--- src/rtl/rf_pkg.sv ---
// ============================================================================
//  Module      : rf_pkg
//  Description : Shared register-file sizing constants and the grant/priority
//                encodings used by the writeback arbiter.
//  Revision    : 1.0 - initial release
// ============================================================================
`default_nettype none

package rf_pkg;

    // Register-file geometry shared by the register file and its write arbiter
    localparam int DW    = 32;
    localparam int AW    = 3;
    localparam int NREGS = 2**AW;

    // One-hot grant encoding: bit 0 = requester A, bit 1 = requester B
    localparam logic [1:0] c_GNT_NONE = 2'b00;
    localparam logic [1:0] c_GNT_A    = 2'b01;
    localparam logic [1:0] c_GNT_B    = 2'b10;

    // Round-robin pointer values: which requester wins the next contended cycle
    localparam logic c_PRIO_A = 1'b0;
    localparam logic c_PRIO_B = 1'b1;

    // After a contended grant the loser gets priority next time
    function automatic logic prio_after(input logic [1:0] gnt);
        return gnt[0] ? c_PRIO_B : c_PRIO_A;
    endfunction

endpackage : rf_pkg

`default_nettype wire

--- src/rtl/rr_arb2.sv ---
// ============================================================================
//  Module      : rr_arb2
//  Description : Two-way round-robin arbiter. Grant is purely combinational
//                from the requests and the pointer; the pointer only moves on
//                cycles where both requesters contend.
//  Revision    : 1.0 - initial release
// ============================================================================
`default_nettype none

module rr_arb2
    import rf_pkg::*;
(
    input  logic       clk,
    input  logic       rst,
    input  logic [1:0] req,
    output logic [1:0] grant
);

    logic r_prio;

    // Grant selection: a lone requester always wins, contention follows pointer
    always_comb begin
        grant = c_GNT_NONE;
        case (req)
            2'b01:   grant = c_GNT_A;
            2'b10:   grant = c_GNT_B;
            2'b11:   grant = (r_prio == c_PRIO_B) ? c_GNT_B : c_GNT_A;
            default: grant = c_GNT_NONE;
        endcase
    end

    // Pointer update: flip to the loser only when both requested
    always_ff @(posedge clk) begin
        if (!rst) begin
            r_prio <= c_PRIO_A;
        end else if (req == 2'b11) begin
            r_prio <= prio_after(grant);
        end
    end

endmodule : rr_arb2

`default_nettype wire

--- src/rtl/rf_wr_arb.sv ---
// ============================================================================
//  Module      : rf_wr_arb
//  Description : Register-file write arbiter. Merges ALU (A) and load (B)
//                writebacks onto one registered write port with round-robin
//                arbitration, and keeps a per-register pending-write
//                scoreboard fed by issue-stage claims.
//  Revision    : 1.0 - initial release
// ============================================================================
`default_nettype none

module rf_wr_arb
    import rf_pkg::*;
#(
    parameter int DW = rf_pkg::DW,
    parameter int AW = rf_pkg::AW
) (
    input  logic             clk,
    input  logic             rst,
    input  logic             a_valid,
    output logic             a_ready,
    input  logic [AW-1:0]    a_reg,
    input  logic [DW-1:0]    a_data,
    input  logic             b_valid,
    output logic             b_ready,
    input  logic [AW-1:0]    b_reg,
    input  logic [DW-1:0]    b_data,
    input  logic             claim_valid,
    output logic             claim_ready,
    input  logic [AW-1:0]    claim_reg,
    output logic             rf_we,
    output logic [AW-1:0]    rf_write_reg,
    output logic [DW-1:0]    rf_data_in,
    output logic [2**AW-1:0] busy
);

    localparam int c_NREGS = 2**AW;

    logic [1:0]         w_req;
    logic [1:0]         w_grant;
    logic               w_xfer_a;
    logic               w_xfer_b;
    logic               w_claim_xfer;
    logic [AW-1:0]      w_sel_reg;
    logic [DW-1:0]      w_sel_data;
    logic [c_NREGS-1:0] w_clr;
    logic [c_NREGS-1:0] w_set;

    // Requests are masked in reset so neither ready can rise and the pointer holds
    assign w_req = {b_valid & rst, a_valid & rst};

    rr_arb2 u_arb (
        .clk   (clk),
        .rst   (rst),
        .req   (w_req),
        .grant (w_grant)
    );

    assign a_ready  = w_grant[0];
    assign b_ready  = w_grant[1];
    assign w_xfer_a = a_valid & a_ready;
    assign w_xfer_b = b_valid & b_ready;

    // At most one writeback transfers per cycle, so a simple mux picks it
    assign w_sel_reg  = w_xfer_b ? b_reg  : a_reg;
    assign w_sel_data = w_xfer_b ? b_data : a_data;

    assign claim_ready  = rst & ~busy[claim_reg];
    assign w_claim_xfer = claim_valid & claim_ready;

    // Per-register set (claim) and clear (writeback) strobes
    for (genvar n = 0; n < c_NREGS; n++) begin : g_busy
        assign w_clr[n] = (w_xfer_a && (a_reg == AW'(n))) ||
                          (w_xfer_b && (b_reg == AW'(n)));
        assign w_set[n] = w_claim_xfer && (claim_reg == AW'(n));
    end

    // Scoreboard: set after clear so a same-cycle claim keeps the bit pending
    always_ff @(posedge clk) begin
        if (!rst) begin
            busy <= '0;
        end else begin
            busy <= (busy & ~w_clr) | w_set;
        end
    end

    // Registered write port: strobe every cycle, address/data only on transfer
    always_ff @(posedge clk) begin
        if (!rst) begin
            rf_we        <= 1'b0;
            rf_write_reg <= '0;
            rf_data_in   <= '0;
        end else begin
            rf_we <= w_xfer_a | w_xfer_b;
            if (w_xfer_a | w_xfer_b) begin
                rf_write_reg <= w_sel_reg;
                rf_data_in   <= w_sel_data;
            end
        end
    end

endmodule : rf_wr_arb

`default_nettype wire

--- config.mk ---
export PLATFORM = sky130hd
export DESIGN_NAME = rf_wr_arb
export DESIGN_NICKNAME = d
export VERILOG_FILES = /design/src/rtl/rf_pkg.sv /design/src/rtl/rr_arb2.sv /design/src/rtl/rf_wr_arb.sv
export SDC_FILE = /design/constraint.sdc
export NUM_CORES = 1
export LEC_CHECK = 0
export ABC_AREA = 1
export CAP_MARGIN = 20
export CELL_PAD_IN_SITES_DETAIL_PLACEMENT = 1
export CELL_PAD_IN_SITES_GLOBAL_PLACEMENT = 1
export CORE_ASPECT_RATIO = 1.1
export CORE_MARGIN = 8
export CORE_UTILIZATION = 25
export DETAILED_ROUTE_END_ITERATION = 8
export HOLD_SLACK_MARGIN = 0.06
export PLACE_DENSITY = 0.82
export SLEW_MARGIN = 5
export SYNTH_ARGS = -nofsm -noshare
export SYNTH_HDL_FRONTEND = slang
export SYNTH_HIERARCHICAL = 1
export SYNTH_SLANG_ARGS = --single-unit
--- constraint.sdc ---
create_clock -name clk -period 1.9 [get_ports clk]
set_input_delay 0.38 -clock clk [delete_from_list [all_inputs] [get_ports clk]]
set_output_delay 0.38 -clock clk [all_outputs]
set_load 0.01 [all_outputs]
==> summary.txt, run 1 <==
Flow results follow.

The run finished with clean final reports. The number of iterations in the first detailed-routing pass is 4. The ratio of total power to cell area is 567.0 mW/mm2. In this run the mean area of a mapped cell was 6.476 um2. In this design, the largest share of critical-path delay is due to buffers and inverters. The highest-delay cell along the critical path is clkdlybuf4s50_1. The remaining number of nets flagged by the antenna check after routing is 0. The count of endpoints failing setup in the final report is 0. The total die size is 0.01213 mm2. The yosys synthesis chip area is 0.002215 mm2. The global-route wire length before repair is 14.35 mm. The DRC violation count after routing is 0. Recorded from the global router log, the overflow total was 0. In the final layout, flip-flops and latches occupy 900.9 um2. The y dimension of the die is 114.7 um.

The placed wire-length estimate is 7.163 mm. Per the detail_route report, vias per standard cell equal 4.694. Looking at the max-slew report, the worst-margin pin has a slew of 0.4773 ns. The final antenna diode count is 0. The worst endpoint required time is 2.07 ns. In this design, the stage delay of the slowest critical-path cell is 0.48 ns. In the final design database the tool counted 562 nets. After the first detailed-routing iteration, the DRC count stood at 72.

The most common logic cell in the final layout is clkdlybuf4s50_1. Leaving out fill and tap cells, the most frequent cells in the layout are clkdlybuf4s50_1 (116), nor2_1 (78), nand2_1 (66), dfxtp_1 (45), a21oi_1 (44). Per the slew report, the remaining headroom to the max-slew limit stands at 68.18%. In this run the worst path has a maximum fanout of 5.

Power comes to 0.002269 W. The area overhead of the layout relative to synthesis is 80.73%. Clock latency on the worst-skew pair, taken at its later pin, is 0.30 ns. The logs give a warning total of 27. The post-synth net total is 420. The synth_stat.txt file lists the number of cells as 342. The total clock sinks is 45. The part of the Yosys area used for sequential elements is 40.68%. The number of global-route vias before repair came to 2,898.

The fraction of layout cells with a size suffix above 1 is 14.02%. The setup path with the least slack is of type in2reg.
-- run 1: synthesized netlist by cell type (all sizes together) --
cell type,n
o211ai,3
o311ai,1
buf,11
and2,1
o21ai,35
a21oi,45
nand4,9
nand2,72
inv,17
dfxtp,45
nand3,11
nor2,83
clkbuf,8
a21boi,1
-- run 1: worst reg2reg max path, delay by kind of cell, from the launching register on --
| family | cells | cell delay [ns] |
|---|---|---|
| compound gates | 2 | 0.16 |
| buf+inv | 1 | 0.19 |
| flops | 1 | 0.42 |
| simple gates | 5 | 0.62 |
-- run 1: cell families after synthesis --
group	Yosys count	share of synthesized area, %
buf+inv	36	7.119
flops	45	40.68
compound gates	85	20.34
simple gates	176	31.86
-- run 1: metal layers --
layer  vias to the layer above  part of all wire [%]  GRT usage (%)  wire (um)
met5                         -                     0              0          0
met4                         0                   2.0          4.319        189
met3                        11                   4.7          3.378        453
met2                        76                    51          27.21       4958
met1                      1327                    42          15.63       4066
li1                       1398                     -              -          -
-- run 1: final timing paths --
check	start	end	cells past startpoint
min reg2reg	rf_data_in[7]	rf_data_in[7]	2
min	rf_data_in[7]	rf_data_in[7]	2
max	a_valid	busy[1]	11
max reg2reg	u_arb/r_prio	busy[1]	8
-- run 1: stage by stage --
stage	instance area, um2	std cells	hold WS (ns)
2_1_floorplan	2215	342	0.4681
3_3_place_gp	3737	587	0.4518
3_5_place_dp	3737	587	0.4574
4_1_cts	3861	595	0.4697
5_1_grt	4003	599	0.4934
6_report	4003	599	0.4655
-- run 1: power by group --
part           internal, W  total (W)  switching [W]
Clock             0.000329   0.000655       0.000326
Sequential        0.000989    0.00101      0.0000252
Combinational     0.000342   0.000600       0.000258
-- run 1: timing repair --
item / in CTS / in global routing
gates resized: 27 / 30
cloned: 0 / 3
pin swaps: 0 / 7
setup endpoints to repair: 44 / 25
buffers inserted: 0 / 1
hold endpoints to repair: 0 / 0
-- run 1: area by class of cell --
class	instances	area share, %
timing repair buffer	154	39.36
multi-input combinational	261	30.20
sequential	45	22.51
tap	114	3.564
clock buffer	7	2.407
inverter	17	1.844
clock inverter	1	0.1250
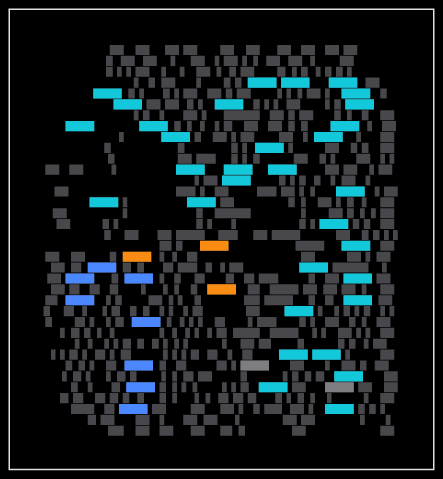
Fig. 1. Sequential cells grouped by signal name (run 1).
(4 px per um)
[busy] blue | sequential cells: 8
[rf_write_reg] orange | sequential cells: 3
[rf_data_in] cyan | sequential cells: 32

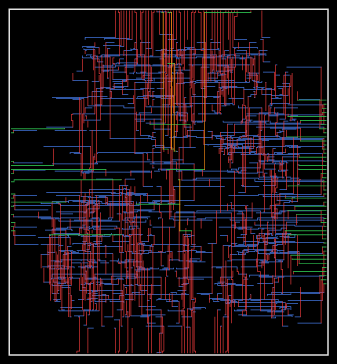
Fig. 2. Routed metal, one color a layer (run 1).
(3 px per um)
[M2] red | wire length: 4,960 um
[M3] green | wire length: 453 um
[M4] orange | wire length: 190 um
[M1] blue | wire length: 4,070 um
final wirelength: 9.667 mm
number of vias in the routed layout: 2,812
DR WL/cell: 16.14 um

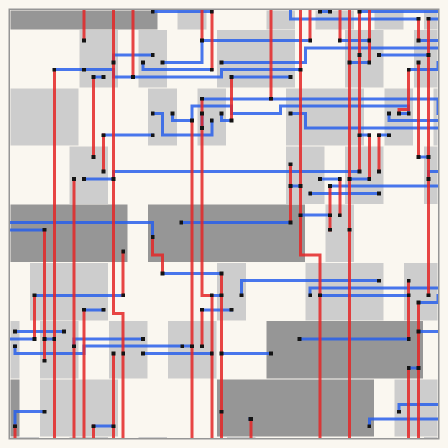
Fig. 3. Layout detail (run 1).
Window x 69 to 89, y 19 to 39 um. Cells in gray, sequential cells in the stronger gray; small squares are vias.
[M2] red
[M1] blue
netlist names of flops here include: rf_data_in (3), rf_we (1)
sequential cells in the window: 4
most frequent: clkdlybuf4s50_1 (6), nor2_1 (5)
cells with their middle in the window: 26

## Run 2: what changed since run 1
GPL_ROUTABILITY_DRIVEN = 0   (was not set)
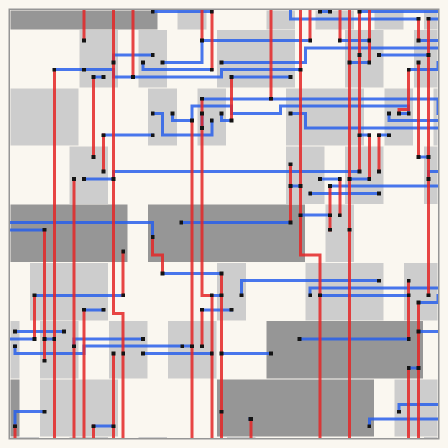
Fig. 4. Layout detail (run 2).
Window x 69 to 89, y 19 to 39 um. Cells in gray, sequential cells in the stronger gray; small squares are vias.
[M2] red
[M1] blue
most frequent: clkdlybuf4s50_1 (6), nor2_1 (5)
sequential cells in the window: 4
cells with their middle in the window: 26
netlist names of flops here include: rf_data_in (3), rf_we (1)

==> run 2 against run 1 <==
  * Largest power group unchanged
  * Synthesized cell count did not move
  * Clock power barely moved
  * Hold slack did not move
  * Critical path depth did not move
  * Die area did not move
  * Largest cell class unchanged
==> summary.txt, run 2 <==
Flow results follow.

The flow ran to the end, and the final reports show no timing, DRC or antenna violations. The worst-case headroom to the max-slew limit was 68.18% (unchanged). The number of iterations in the first detailed-routing pass came to 4 (unchanged). Grouping stages by cell kind, the critical path spends the most delay in buffers and inverters. The most frequent logic cell in the layout is clkdlybuf4s50_1. The total die size is 0.01213 mm2 (unchanged). The delay of the slowest critical-path stage was 0.48 ns (about the same). Looking at the reg2reg group, the worst path starts from u_arb/r_prio. The maximum fanout along the worst path is 5 (unchanged). Per the cell usage report, the commonest logic cells after layout are clkdlybuf4s50_1 (116), nor2_1 (78), nand2_1 (66), dfxtp_1 (45), a21oi_1 (44). The violation count after the first detailed-route iteration was 72 (unchanged). In the setup report, the worst path falls into the class in2reg. The number of instances on the worst hold path came to 2 (unchanged). The sink of the worst hold path is rf_data_in[7]. The placed wire-length estimate is 7.163 mm (unchanged). The number of global-route vias before repair is 2,898 (unchanged).

The count of flip-flops with a built-in enable after synthesis is 0 (unchanged). After synthesis, the most frequently instantiated cells are nor2_1 (83), nand2_1 (70), dfxtp_1 (45), a21oi_1 (44), o21ai_0 (34). The highest-delay cell along the critical path is clkdlybuf4s50_1.

The yosys stat cell total is 342 (unchanged). The area overhead of the layout relative to synthesis is 80.73% (unchanged). The total clock sinks is 45 (unchanged). The aggregate global routing overflow is 0 (unchanged). The end of the worst register-to-register path is busy[1]. The via count of the routed design is 2,812 (unchanged).

The fraction of layout cells with a size suffix above 1 is 14.02% (unchanged). The clock insertion delay at the later pin of the skew report was 0.30 ns (about the same). The DRC violation count after routing is 0 (unchanged).

The total detailed-routing wirelength is 9.667 mm (unchanged). The post-synth net total came to 420 (unchanged). The average wire per standard cell is 16.14 um (unchanged). The global-route wire length before repair is 14.35 mm (unchanged). The y dimension of the die was 114.7 um (unchanged).

The most repeated cell in the gate-level netlist after synthesis is nor2_1. The actual transition at the worst max-transition pin came to 0.4773 ns (unchanged). The number of cells on the worst reg-to-reg path came to 8 (unchanged). The dominant register cell is dfxtp_1. The mean number of vias per cell was 4.694 (unchanged). The worst endpoint required time is 2.07 ns (about the same). The OpenROAD warning count came to 27 (unchanged). The yosys synthesis chip area is 0.002215 mm2 (unchanged). The final antenna diode count is 0 (unchanged).
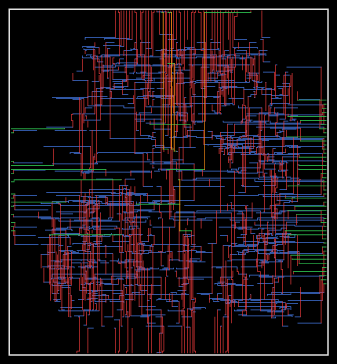
Fig. 5. Routed metal, one color a layer (run 2).
(3 px per um)
[M2] red | wire length: 4,960 um
[M3] green | wire length: 453 um
[M4] orange | wire length: 190 um
[M1] blue | wire length: 4,070 um

-- run 2: cell families after synthesis --
kind of cell / synth area share (%)
compound gates: 20.34
buf+inv: 7.119
flops: 40.68
simple gates: 31.86
-- run 2: layout make-up --
class | instances | area [um2] | area share [%]
clock inverters | 1 | 5.005 | 0.1250
multi-input cells | 261 | 1209 | 30.20
repair buffers | 154 | 1575 | 39.36
well taps | 114 | 142.6 | 3.564
flip-flops and latches | 45 | 900.9 | 22.51
clock buffers | 7 | 96.34 | 2.407
inverters | 17 | 73.82 | 1.844
-- run 2: worst max-delay path by stage --
stage | start | to | depth (start not counted)
6_report | a_valid | busy[1] | 11
5_1_grt | a_valid | rf_data_in[20] | 10
4_1_cts | b_valid | b_ready | 6
3_5_place_dp | claim_reg[0] | claim_ready | 9
3_3_place_gp | claim_reg[0] | claim_ready | 9
2_1_floorplan | rst | rf_data_in[0] | 10
-- run 2: per-layer routing --
layer  vias up  track usage, %  wire length [um]
met5         -               0                 0
met4         0           4.319               189
met3        11           3.378               453
met2        76           27.21              4958
met1      1327           15.63              4066
li1       1398               -                 -
-- run 2: power by group --
| part | switching (W) | internal (W) |
|---|---|---|
| Combinational | 0.000258 | 0.000342 |
| Clock | 0.000326 | 0.000329 |
| Sequential | 0.0000252 | 0.000989 |
| Total | 0.000609 | 0.00166 |
-- run 2: metrics by stage --
stage / worst slack, ns / std cells / power, W / utilization [%]
4_1_cts: 0.01403 / 595 / 0.002266 / 44.19
3_5_place_dp: -0.6429 / 587 / 0.001597 / 42.77
3_3_place_gp: -0.5618 / 587 / 0.001578 / 42.77
2_1_floorplan: 0.1275 / 342 / 0.001239 / -
6_report: 0.09074 / 599 / 0.002269 / 45.80
5_1_grt: -0.009913 / 599 / 0.002400 / 45.80
-- run 2: repair_timing --
| item | 4_1_cts | 5_1_grt |
|---|---|---|
| setup endpoints to repair | 44 | 25 |
| pin swaps | 0 | 7 |
| gates cloned | 0 | 3 |
| gates resized | 27 | 30 |
| setup buffers | 0 | 1 |
| endpoints found under the hold margin | 0 | 0 |
-- run 2: tightest hold or removal path, stage by stage, from the launching register on --
cell and delay, ns:
dfxtp_1 0.31, nand2_1 0.06, a21oi_1 0.05
## Run 3: what changed since run 2
ABC_AREA = not set   (was 1)
CORE_UTILIZATION = 28   (was 25)
PLACE_DENSITY = 0.88   (was 0.82)
clock period = 2.2 ns   (was 1.9 ns; I/O delays follow)
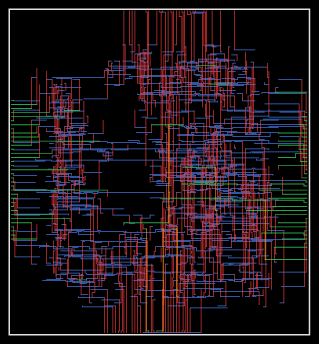
Fig. 6. Routed metal, one color a layer (run 3).
(3 px per um)
[M3] green | wire length: 622 um
[M4] orange | wire length: 157 um
[M2] red | wire length: 4,820 um
[M1] blue | wire length: 3,980 um

==> run 3 against run 2 <==
  * Worst setup slack got worse by 0.033 ns
  * Sequential power fell by about 10%
  * Combinational power fell by 19%
  * Total power fell by 9.5%
  * Largest power group unchanged
  * First-iteration DRC count fell by 19%
==> summary.txt, run 3 <==
Flow results follow.

The actual transition at the worst max-transition pin is 0.4512 ns (-0.02605 ns). The sequential share of power is 43.4% (-1.3 points). Among the non-sequential cells, simple AND/OR/NAND/NOR gates take the most area. The DRC violation count after routing is 0 (unchanged).

For this run the top cell type by instance count after synthesis was dfxtp_1. The number of instances on the worst hold path is 2 (unchanged). The via count of the routed design is 2,670 (-5.0%). The post-synth net total came to 347 (-17%).

The clock insertion delay at the later pin of the skew report came to 0.30 ns (about the same). The placed wire-length estimate is 7.376 mm (+3.0%). The highest-delay cell along the critical path is clkdlybuf4s50_1. The average wire per standard cell came to 18.78 um (+16%). The run finished with clean final reports. The number of global-route vias before repair is 2,863 (-1.2%). The dominant register cell is dfxtp_1. The global-route wire length before repair is 15.12 mm (+5.4%). The proportion of power drawn by the clock network is 32.9% (+4.0 points). The xor and xnor fraction of the mapped netlist area was 0% (unchanged). The violation count after the first detailed-route iteration is 58 (-19%).

The simple-gate share of the synthesized area is 28.82% (-3.0 points).
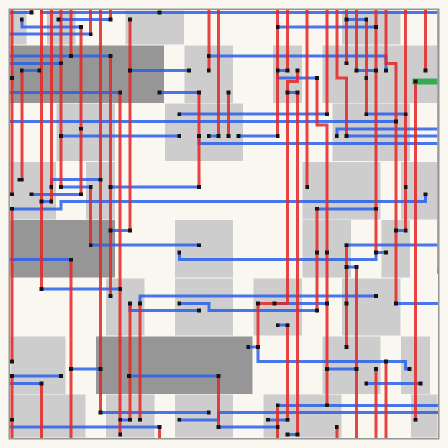
Fig. 7. Layout detail (run 3).
Window x 65 to 85, y 17 to 37 um. Cells in gray, sequential cells in the stronger gray; small squares are vias.
[M2] red
[M1] blue
[M4] orange
[M3] green
cells with their middle in the window: 30
netlist names of flops here include: busy (2), u_arb/r_prio (1)
most frequent: buf_4 (8), dfxtp_1 (3), clkdlybuf4s50_1 (3)
sequential cells in the window: 3

## run 3: netlist changes by cell type after synthesis, sizes merged, moves of 24 or more
cell	change
nor2	-48
nand2	-28
nand3	+24
o21ai	-31
a21oi	-43
a311oi	+34
## run 3: metrics by stage
stage	utilization, %	total power [W]	setup TNS, ns	cell area (um2)
after global routing	50.69	0.002139	0	3789
after detailed placement	49.19	0.001402	-7.664	3676
after floorplan	-	0.001063	0	2155
final	50.69	0.002054	0	3789
after global placement	49.19	0.001386	-3.400	3676
after CTS	50.66	0.002077	0	3786
## run 3: power groups by stage
stage / logic, W / clock network [W] / registers (W)
after floorplan: 0.000135 / 0 / 0.000928
after global placement: 0.000479 / 0 / 0.000907
after detailed placement: 0.000492 / 0 / 0.000910
after CTS: 0.000491 / 0.000693 / 0.000892
after global routing: 0.000523 / 0.000719 / 0.000898
final: 0.000487 / 0.000675 / 0.000892
## run 3: how the worst min path moves through the flow
| stage | startpoint | to | slack, ns |
|---|---|---|---|
| 6_report | rf_data_in[12] | rf_data_in[12] | 0.49 |
| 5_1_grt | rf_data_in[17] | rf_data_in[17] | 0.52 |
| 4_1_cts | rf_data_in[20] | rf_data_in[20] | 0.49 |
| 3_5_place_dp | rf_data_in[20] | rf_data_in[20] | 0.47 |
| 3_3_place_gp | rf_data_in[17] | rf_data_in[17] | 0.47 |
| 2_1_floorplan | u_arb/r_prio | u_arb/r_prio | 0.46 |
## run 3: cell families after synthesis
family / count (synthesis)
flops: 45
simple gates: 135
buf+inv: 28
compound gates: 57
mux: 4
## run 3: layout make-up
class | instances | area [um2]
inverters | 3 | 11.26
fillers | 882 | 3685
well taps | 105 | 131.4
multi-input cells | 196 | 1149
clock buffers | 6 | 82.58
repair buffers | 153 | 1476
flip-flops and latches | 45 | 900.9
clock inverters | 2 | 37.54
## run 3: what timing repair did
item,CTS,global route
hold buffers,0,0
hold endpoints to repair,0,0
setup endpoints to repair,3,9
gates resized,8,4
buffers inserted,0,0
## run 3: metal layers
metal	share of wire (%)	wire, um	up-vias	global-route usage (%)
li1	-	-	1263	-
met1	42	3984	1299	19.24
met2	50	4815	95	31.78
met3	6.5	622	13	5.206
met4	1.6	157	0	4.545
met5	0	0	-	0
## run 3: worst max-delay path: cells and delay by family
family	cells	cell delay (ns)
AND/OR/NAND/NOR	1	0.21
buffers and inverters	3	0.90
AND-OR/OR-AND	1	0.15

## Gallery

Track usage over the die.
Plate I
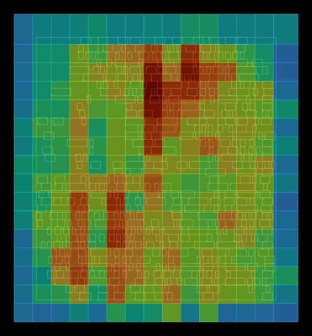
Plate II
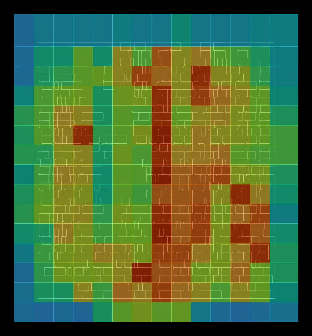
- run 3 = Plate II
- run 2 = Plate I
Of these, most wire per cell: Plate II
Of these, highest track usage: Plate II

Power is estimated from default activity; no workload was simulated.
